==> run_1/util_map.png <==
Drawn at 3 px/µm. The die is cut into 11 by 11 equal tiles; white is low, dark blue is high, 0 to 100% covered.
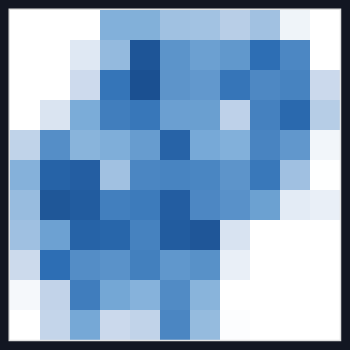
==> run_1/clock_wires.png <==
Drawn at 3 px/µm.
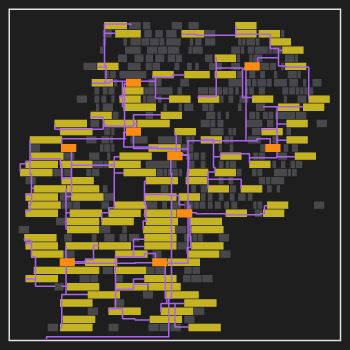
==> run_1/m1.png <==
Drawn at 2 px/µm. Supply wires on this layer in grey.
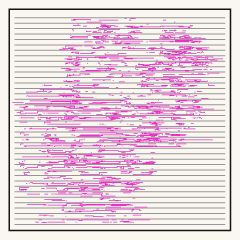
--- src/rtl/uart_tx_buf_pkg.sv ---
// -----------------------------------------------------------------------------
// uart_pkg
//   Shared definitions for the UART transmit buffer and the UART receiver.
//   - tx_state_t : transmitter FSM states (IDLE, LOAD, SHIFT)
//   - FRAME_BITS : bits per 8N1 frame (start + 8 data + stop)
//   - DATA_BITS  : payload bits per frame
//   - frame_of() : builds the 10-bit shift-register image of one byte
// -----------------------------------------------------------------------------
package uart_pkg;

  typedef enum logic [1:0] {
    IDLE,
    LOAD,
    SHIFT
  } tx_state_t;

  localparam int unsigned FRAME_BITS = 10;
  localparam int unsigned DATA_BITS  = 8;

  // Stop bit in the MSB, start bit in the LSB; the frame is shifted out
  // right-first so the line sees start, data[0]..data[7], stop.
  function automatic logic [FRAME_BITS-1:0] frame_of(input logic [DATA_BITS-1:0] b);
    return {1'b1, b, 1'b0};
  endfunction

endpackage

--- src/rtl/uart_tx_buf_if.sv ---
// -----------------------------------------------------------------------------
// uart_tx_buf_if
//   Host-side write interface of the buffered UART transmitter.
//   Signals:
//     wr_en   : push wr_data into the FIFO this cycle
//     wr_data : byte to transmit
//     full    : FIFO holds DEPTH entries
//     empty   : FIFO holds 0 entries
//     count   : current FIFO occupancy, $clog2(DEPTH)+1 bits
//   Modports:
//     master : host side (drives wr_en/wr_data)
//     slave  : transmitter side (drives full/empty/count)
// -----------------------------------------------------------------------------
interface uart_tx_buf_if #(
  parameter int unsigned DEPTH = 8
);
  import uart_pkg::*;

  localparam int unsigned CW = $clog2(DEPTH) + 1;

  logic                 wr_en;
  logic [DATA_BITS-1:0] wr_data;
  logic                 full;
  logic                 empty;
  logic [CW-1:0]        count;

  modport master (
    output wr_en,
    output wr_data,
    input  full,
    input  empty,
    input  count
  );

  modport slave (
    input  wr_en,
    input  wr_data,
    output full,
    output empty,
    output count
  );

endinterface

--- src/rtl/uart_tx_buf_fifo.sv ---
// -----------------------------------------------------------------------------
// uart_tx_fifo
//   Synchronous FIFO feeding the UART transmitter.
//   Ports:
//     clk   : system clock (posedge)
//     rst_n : synchronous active-low reset; pointers and count clear,
//             stored contents are simply abandoned
//     push  : write din this cycle (ignored while full)
//     pop   : advance the read pointer this cycle (ignored while empty)
//     din   : write data
//     dout  : head entry, combinational read
//     full  : DEPTH entries held
//     empty : no entries held
//     count : occupancy, $clog2(DEPTH)+1 bits
// -----------------------------------------------------------------------------
module uart_tx_fifo #(
  parameter int unsigned DEPTH = 8,
  parameter int unsigned WIDTH = 8
) (
  input  logic                       clk,
  input  logic                       rst_n,
  input  logic                       push,
  input  logic                       pop,
  input  logic [WIDTH-1:0]           din,
  output logic [WIDTH-1:0]           dout,
  output logic                       full,
  output logic                       empty,
  output logic [$clog2(DEPTH):0]     count
);

  localparam int unsigned PW = $clog2(DEPTH);
  localparam int unsigned CW = PW + 1;
  localparam logic [CW-1:0] FULL_CNT = CW'(DEPTH);

  logic [WIDTH-1:0] r_mem [DEPTH];
  logic [PW-1:0]    r_wr_ptr;
  logic [PW-1:0]    r_rd_ptr;
  logic [CW-1:0]    r_count;

  logic w_full;
  logic w_empty;
  logic w_do_push;
  logic w_do_pop;

  // full/empty come from the registered count only, so a push on a full
  // edge is dropped even if a pop frees a slot on that same edge.
  assign w_full    = (r_count == FULL_CNT);
  assign w_empty   = (r_count == '0);
  assign w_do_push = push & ~w_full;
  assign w_do_pop  = pop & ~w_empty;

  always_ff @(posedge clk) begin
    if (w_do_push) begin
      r_mem[r_wr_ptr] <= din;
    end
  end

  always_ff @(posedge clk) begin
    if (!rst_n) begin
      r_wr_ptr <= '0;
      r_rd_ptr <= '0;
      r_count  <= '0;
    end else begin
      // Pointers are exactly PW bits wide, so +1 wraps modulo DEPTH.
      if (w_do_push) begin
        r_wr_ptr <= r_wr_ptr + 1'b1;
      end
      if (w_do_pop) begin
        r_rd_ptr <= r_rd_ptr + 1'b1;
      end
      case ({w_do_push, w_do_pop})
        2'b10:   r_count <= r_count + 1'b1;
        2'b01:   r_count <= r_count - 1'b1;
        default: r_count <= r_count;
      endcase
    end
  end

  assign dout  = r_mem[r_rd_ptr];
  assign full  = w_full;
  assign empty = w_empty;
  assign count = r_count;

endmodule

--- src/rtl/uart_tx_buf.sv ---
// -----------------------------------------------------------------------------
// uart_tx_buf
//   Buffered 8N1 UART transmitter. Bytes pushed through the host interface
//   are queued in a DEPTH-entry FIFO and sent back-to-back, LSB first.
//   Parameters:
//     BAUD_DIV : clocks per bit, 2..4095
//     DEPTH    : FIFO entries, power of 2, 2..16
//   Ports:
//     clk     : system clock (posedge)
//     rst_n   : synchronous active-low reset; aborts any frame in flight
//     host    : uart_tx_buf_if.slave (wr_en, wr_data, full, empty, count)
//     TX      : serial line, idle high
//     tx_busy : frame in progress, from the load edge to the end of stop bit
//     tx_done : one-cycle pulse in the first IDLE cycle after a stop bit
// -----------------------------------------------------------------------------
module uart_tx_buf
  import uart_pkg::*;
#(
  parameter int unsigned BAUD_DIV = 2604,
  parameter int unsigned DEPTH    = 8
) (
  input  logic          clk,
  input  logic          rst_n,
  uart_tx_buf_if.slave  host,
  output logic          TX,
  output logic          tx_busy,
  output logic          tx_done
);

  localparam int unsigned CW = $clog2(DEPTH) + 1;
  localparam logic [11:0] BAUD_TERM = 12'(BAUD_DIV - 1);
  localparam logic [3:0]  LAST_BIT  = 4'(FRAME_BITS - 1);

  tx_state_t             r_state;
  logic [FRAME_BITS-1:0] r_shreg;
  logic [11:0]           r_baud_cnt;
  logic [3:0]            r_bit_cnt;
  logic                  r_tx_busy;
  logic                  r_tx_done;

  logic                  w_pop;
  logic [DATA_BITS-1:0]  w_head;
  logic                  w_full;
  logic                  w_empty;
  logic [CW-1:0]         w_count;

  // The FIFO is popped on the edge that leaves LOAD, the same edge that
  // captures its head into the shift register.
  assign w_pop = (r_state == LOAD);

  uart_tx_fifo #(
    .DEPTH (DEPTH),
    .WIDTH (DATA_BITS)
  ) u_fifo (
    .clk   (clk),
    .rst_n (rst_n),
    .push  (host.wr_en),
    .pop   (w_pop),
    .din   (host.wr_data),
    .dout  (w_head),
    .full  (w_full),
    .empty (w_empty),
    .count (w_count)
  );

  assign host.full  = w_full;
  assign host.empty = w_empty;
  assign host.count = w_count;

  always_ff @(posedge clk) begin
    if (!rst_n) begin
      r_state    <= IDLE;
      r_shreg    <= '1;
      r_baud_cnt <= '0;
      r_bit_cnt  <= '0;
      r_tx_busy  <= 1'b0;
      r_tx_done  <= 1'b0;
    end else begin
      r_tx_done <= 1'b0;
      case (r_state)
        IDLE: begin
          if (!w_empty) begin
            r_state <= LOAD;
          end
        end

        LOAD: begin
          r_shreg    <= frame_of(w_head);
          r_baud_cnt <= '0;
          r_bit_cnt  <= '0;
          r_tx_busy  <= 1'b1;
          r_state    <= SHIFT;
        end

        SHIFT: begin
          if (r_baud_cnt == BAUD_TERM) begin
            r_baud_cnt <= '0;
            // Shift in ones so the line rests high once the stop bit is out.
            r_shreg    <= {1'b1, r_shreg[FRAME_BITS-1:1]};
            r_bit_cnt  <= r_bit_cnt + 1'b1;
            if (r_bit_cnt == LAST_BIT) begin
              r_state   <= IDLE;
              r_tx_busy <= 1'b0;
              r_tx_done <= 1'b1;
            end
          end else begin
            r_baud_cnt <= r_baud_cnt + 1'b1;
          end
        end

        default: begin
          r_state <= IDLE;
        end
      endcase
    end
  end

  assign TX      = r_shreg[0];
  assign tx_busy = r_tx_busy;
  assign tx_done = r_tx_done;

endmodule
--- src/flat_wrapper.sv ---
// flat-port wrapper written by rule: the top's interface ports become plain ports
module uart_tx_buf_flat import uart_pkg::*;
#(
  parameter int unsigned BAUD_DIV = 2604,
  parameter int unsigned DEPTH    = 8
)
  (clk, rst_n, TX, tx_busy, tx_done, host_wr_en, host_wr_data, host_full, host_empty, host_count);
  uart_tx_buf_if #(.DEPTH(DEPTH)) host_i ();
  input  logic clk;
  input  logic rst_n;
  output logic TX;
  output logic tx_busy;
  output logic tx_done;
  input wire logic [$bits(host_i.wr_en)-1:0] host_wr_en;
  input wire logic [$bits(host_i.wr_data)-1:0] host_wr_data;
  output wire logic [$bits(host_i.full)-1:0] host_full;
  output wire logic [$bits(host_i.empty)-1:0] host_empty;
  output wire logic [$bits(host_i.count)-1:0] host_count;
  assign host_i.wr_en = host_wr_en;
  assign host_i.wr_data = host_wr_data;
  assign host_full = host_i.full;
  assign host_empty = host_i.empty;
  assign host_count = host_i.count;
  uart_tx_buf #(.BAUD_DIV(BAUD_DIV), .DEPTH(DEPTH)) u_core (.clk(clk), .rst_n(rst_n), .host(host_i), .TX(TX), .tx_busy(tx_busy), .tx_done(tx_done));
endmodule
--- config.mk ---
export PLATFORM = sky130hd
export DESIGN_NAME = uart_tx_buf_flat
export DESIGN_NICKNAME = d
export VERILOG_FILES = /design/src/rtl/uart_tx_buf_pkg.sv /design/src/rtl/uart_tx_buf_if.sv /design/src/rtl/uart_tx_buf_fifo.sv /design/src/rtl/uart_tx_buf.sv /design/src/flat_wrapper.sv
export SDC_FILE = /design/constraint.sdc
export NUM_CORES = 1
export LEC_CHECK = 0
export CORE_MARGIN = 2
export CORE_UTILIZATION = 40
export DETAILED_ROUTE_END_ITERATION = 10
export GPL_TIMING_DRIVEN = 0
export HOLD_SLACK_MARGIN = 0.06
export PLACE_DENSITY = 0.65
export SLEW_MARGIN = 20
export SYNTH_ARGS = -nofsm -noshare
export SYNTH_HDL_FRONTEND = slang
export SYNTH_SLANG_ARGS = --single-unit
--- constraint.sdc ---
create_clock -name clk -period 2.5 [get_ports clk]
set_clock_uncertainty 0.15 [all_clocks]
set_input_delay 0.625 -clock clk [delete_from_list [all_inputs] [get_ports clk]]
set_output_delay 0.625 -clock clk [all_outputs]
set_load 0.01 [all_outputs]
==> results_tabular.tex, run 1 <==
% Implementation results table
\begin{tabular}{lr}
\hline
Metric & Value \\
\hline
\multicolumn{2}{l}{\textbf{Setup path}} \\
Library cell appearing most often on the critical path & sky130\_fd\_sc\_hd\_\_xor2\_1 \\
Worst reg2reg endpoint & u\_core.u\_fifo.count[2] \\
CP Launch Type & register \\
\multicolumn{2}{l}{\textbf{CTS}} \\
Number of CTS-inserted buffers & 9 \\
Source-to-sink clock delay at the later pin of the worst-skew pair & 0.39 ns \\
Clock tree from TritonCTS & done \\
\multicolumn{2}{l}{\textbf{Worst hold path}} \\
Worst hold path type & register to register \\
Start point of the worst min-delay path & u\_core.tx\_busy \\
\multicolumn{2}{l}{\textbf{Timing}} \\
Fin. max-slew vios & 0 \\
Unrepaired setup endpoints after global routing & true \\
Final critical-path setup slack & -0.0307 ns \\
\# setup viols final & 1 \\
\multicolumn{2}{l}{\textbf{Global route}} \\
Overall global routing resource usage & 15.4\% \\
Global-route wire length before repair & 13800 µm \\
\multicolumn{2}{l}{\textbf{Place}} \\
Count of input and output buffers & 18 \\
Total half-perimeter wirelength after legalization and detailed placement & 5670 µm \\
Placed inst area & 4880 µm² \\
Dpl ws & -0.425 ns \\
\multicolumn{2}{l}{\textbf{Synth}} \\
Post-Synthesis Mean Instance Area & 12.5 µm² \\
Arithmetic-cell share of the synthesized area counting full adders, half adders and majority gates & 3.07\% \\
Ao+oa area frac & 9.76\% \\
Syn Std Cell Area & 4490 µm² \\
Yosys cell count & 359 \\
\multicolumn{2}{l}{\textbf{Outcome}} \\
Status & complete, but fails checks \\
Violations in the final reports & negative setup slack \\
\multicolumn{2}{l}{\textbf{Route}} \\
Total via count after detailed routing & 2891 \\
\multicolumn{2}{l}{\textbf{Cells and area}} \\
Max reg flops & 64 \\
Number of nets in the finished design & 417 \\
Ratio of cells with drive above 1 in the final layout & 14.2\% \\
Number of antenna diodes & 0 \\
\multicolumn{2}{l}{\textbf{Pwr}} \\
Combinational share of power & 23.3\% \\
\hline
\end{tabular}
Back to the opening pictures, util_map.png:
emptiest ninth of the die: lower right
fullest tile: 87%
nearly empty tiles: 22%
mean over tiles: 41%
tiles over 75% full: 12%
densest ninth of the die: centre

Back to the opening pictures, clock_wires.png:
[clock wires] purple | length: 1190 µm
[flip-flops] yellow | count: 106
[clock-net drivers] orange | count: 9
routed clock nets: 10
flops lie: widely spread

Back to the opening pictures, m1.png:
wire length on this layer: 4010 µm
main direction: horizontal
nets with wire on the layer: 393
longest straight run: 30.4 µm
share of all routed wire: 46%

[run 1: layer usage]
metal  share of wire (%)  vias to the layer above  GRT usage (%)
met1                  46                     1418           19.5
li1                    -                     1403              -
met4                 2.1                        0           6.78
met3                 4.7                       16           4.92
met2                  47                       54           24.1
met5                   0                        -              0
[run 1: layout make-up]
cell class                 instances  area (µm²)  area share (%)
tap                              140         175            3.41
buffer                            15        65.1            1.27
sequential                       106        2770            54.0
clock buffer                       9         124            2.41
inverter                          10        37.5           0.731
timing repair buffer              26         239            4.65
clock inverter                     7        71.3            1.39
multi-input combinational        227        1650            32.2
[run 1: timing repair]
item | CTS | global route
hold buffers | 0 | 0
gates resized | 8 | 4
setup buffers | 4 | 3
setup endpoints to repair | 12 | 26
pin swaps | 0 | 6
==> run 1 -> run 2 <==
--- a/config.mk
+++ b/config.mk
@@ -5,12 +5,13 @@
 export SDC_FILE = /design/constraint.sdc
 export NUM_CORES = 1
 export LEC_CHECK = 0
+export ABC_AREA = 1
 export CORE_MARGIN = 2
 export CORE_UTILIZATION = 40
 export DETAILED_ROUTE_END_ITERATION = 10
 export GPL_TIMING_DRIVEN = 0
 export HOLD_SLACK_MARGIN = 0.06
-export PLACE_DENSITY = 0.65
+export PLACE_DENSITY = 0.63
 export SLEW_MARGIN = 20
 export SYNTH_ARGS = -nofsm -noshare
 export SYNTH_HDL_FRONTEND = slang
==> constraint.sdc (replaced) <==
create_clock -name clk -period 2.6 [get_ports clk]
set_clock_uncertainty 0.15 [all_clocks]
set_input_delay 0.65 -clock clk [delete_from_list [all_inputs] [get_ports clk]]
set_output_delay 0.65 -clock clk [all_outputs]
set_load 0.01 [all_outputs]
==> run_2/clock_wires.png <==
Drawn at 3 px/µm.
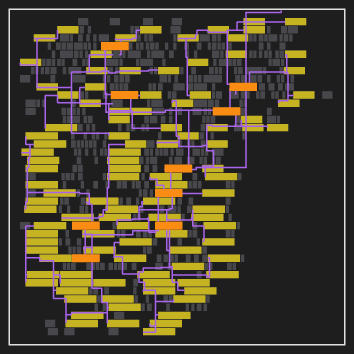
[clock wires] purple | length: 1170 µm
[clock-net drivers] orange | count: 9
[flip-flops] yellow | count: 106
routed clock nets: 10

==> run 2 against run 1 <==
Compared with the run above:
- the flow now finishes without violations
- flip-flop count unchanged
- combinational power up 41%
- synthesized area up 2.6%
- core utilization down 0.72 points
- wire length up 4.9%
- count of clock-buffer cells in the layout up 1
- sequential power down 3%
- die area up 2.5%
- global-route usage up 0.12 points
==> results_tabular.tex, run 2 <==
% Implementation results table
\begin{tabular}{lr}
\hline
Metric & Value \\
\hline
\multicolumn{2}{l}{\textbf{Outcome}} \\
Status & finished, final reports clean \\
\multicolumn{2}{l}{\textbf{Global route}} \\
Met2 usage & 26.2\% (+2.1 points) \\
Met1 usage & 19.9\% (+0.48 points) \\
Global-route wire length before repair & 15300 µm (+11\%) \\
\multicolumn{2}{l}{\textbf{Pwr}} \\
Combinational share of power & 28.7\% (+5.4 points) \\
\multicolumn{2}{l}{\textbf{Route}} \\
Total via count after detailed routing & 3313 (+15\%) \\
Routed wire length on met2 & 4480 µm (+11\%) \\
\multicolumn{2}{l}{\textbf{CTS}} \\
Number of instances resized during post-cts repair & 0 (-8) \\
Number of hold buffers added after CTS & 0 (unchanged) \\
Number of CTS-inserted buffers & 9 (unchanged) \\
Source-to-sink clock delay at the later pin of the worst-skew pair & 0.34 ns (-0.05 ns) \\
\multicolumn{2}{l}{\textbf{Setup path}} \\
CP Launch Type & register \\
\multicolumn{2}{l}{\textbf{Cells and area}} \\
Number of antenna diodes & 0 (unchanged) \\
CLK BUF & 10 (+1) \\
Registers & 106 (unchanged) \\
Number of nets in the finished design & 541 (+30\%) \\
Number of buffers other than clock buffers in the final layout & 36 (-12\%) \\
Flop share of the area & 52.5\% (-1.4 points) \\
\multicolumn{2}{l}{\textbf{Place}} \\
Placed inst area & 4970 µm² (+1.9\%) \\
\multicolumn{2}{l}{\textbf{Synth}} \\
Ao+oa area frac & 5.70\% (-4.1 points) \\
Syn Std Cell Area & 4610 µm² (+2.6\%) \\
Arithmetic-cell share of the synthesized area counting full adders, half adders and majority gates & 2.99\% (-0.078 points) \\
\multicolumn{2}{l}{\textbf{Worst hold path}} \\
Start point of the worst min-delay path & u\_core.r\_shreg[8] \\
Worst hold path type & register to register \\
\multicolumn{2}{l}{\textbf{Timing}} \\
Final critical-path setup slack & 0.180 ns (+0.211 ns) \\
\multicolumn{2}{l}{\textbf{Floorplan}} \\
Taps Inserted & 143 (+2.1\%) \\
\hline
\end{tabular}
==> run_2/util_map.png <==
Drawn at 3 px/µm. The die is cut into 11 by 11 equal tiles; white is low, dark blue is high, 0 to 100% covered.
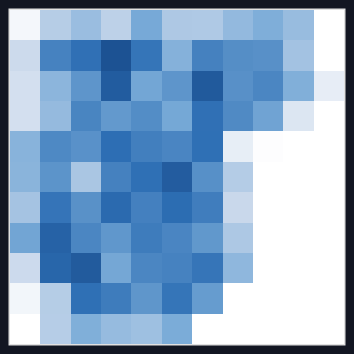
fullest tile: 86%
tiles over 75% full: 8.3%
densest ninth of the die: centre
emptiest ninth of the die: lower right

==> run 2: netlist changes by cell type after synthesis, sizes merged, moves of 4 or more <==
cell / previous run / this run
nand2: 15 / 121
nand3: 11 / 75
inv: 10 / 54
mux2i: 31 / 0
a22oi: 14 / 0
nor2: 27 / 39
a21oi: 28 / 21
a31oi: 7 / 0
nand2b: 7 / 0
o211ai: 2 / 8
xnor2: 7 / 1
xor2: 9 / 4
nor2b: 4 / 0
==> run 2: worst paths after layout <==
path                                                   to  slack (ns)  depth (start not counted)
worst min-delay path                    u_core.r_shreg[8]        0.32                          2
worst max register to register  u_core.u_fifo.r_mem[0][0]        0.38                          6
worst min register to register          u_core.r_shreg[8]        0.32                          2
worst max-delay path                           host_empty        0.18                          4
Power is estimated from default activity; no workload was simulated.
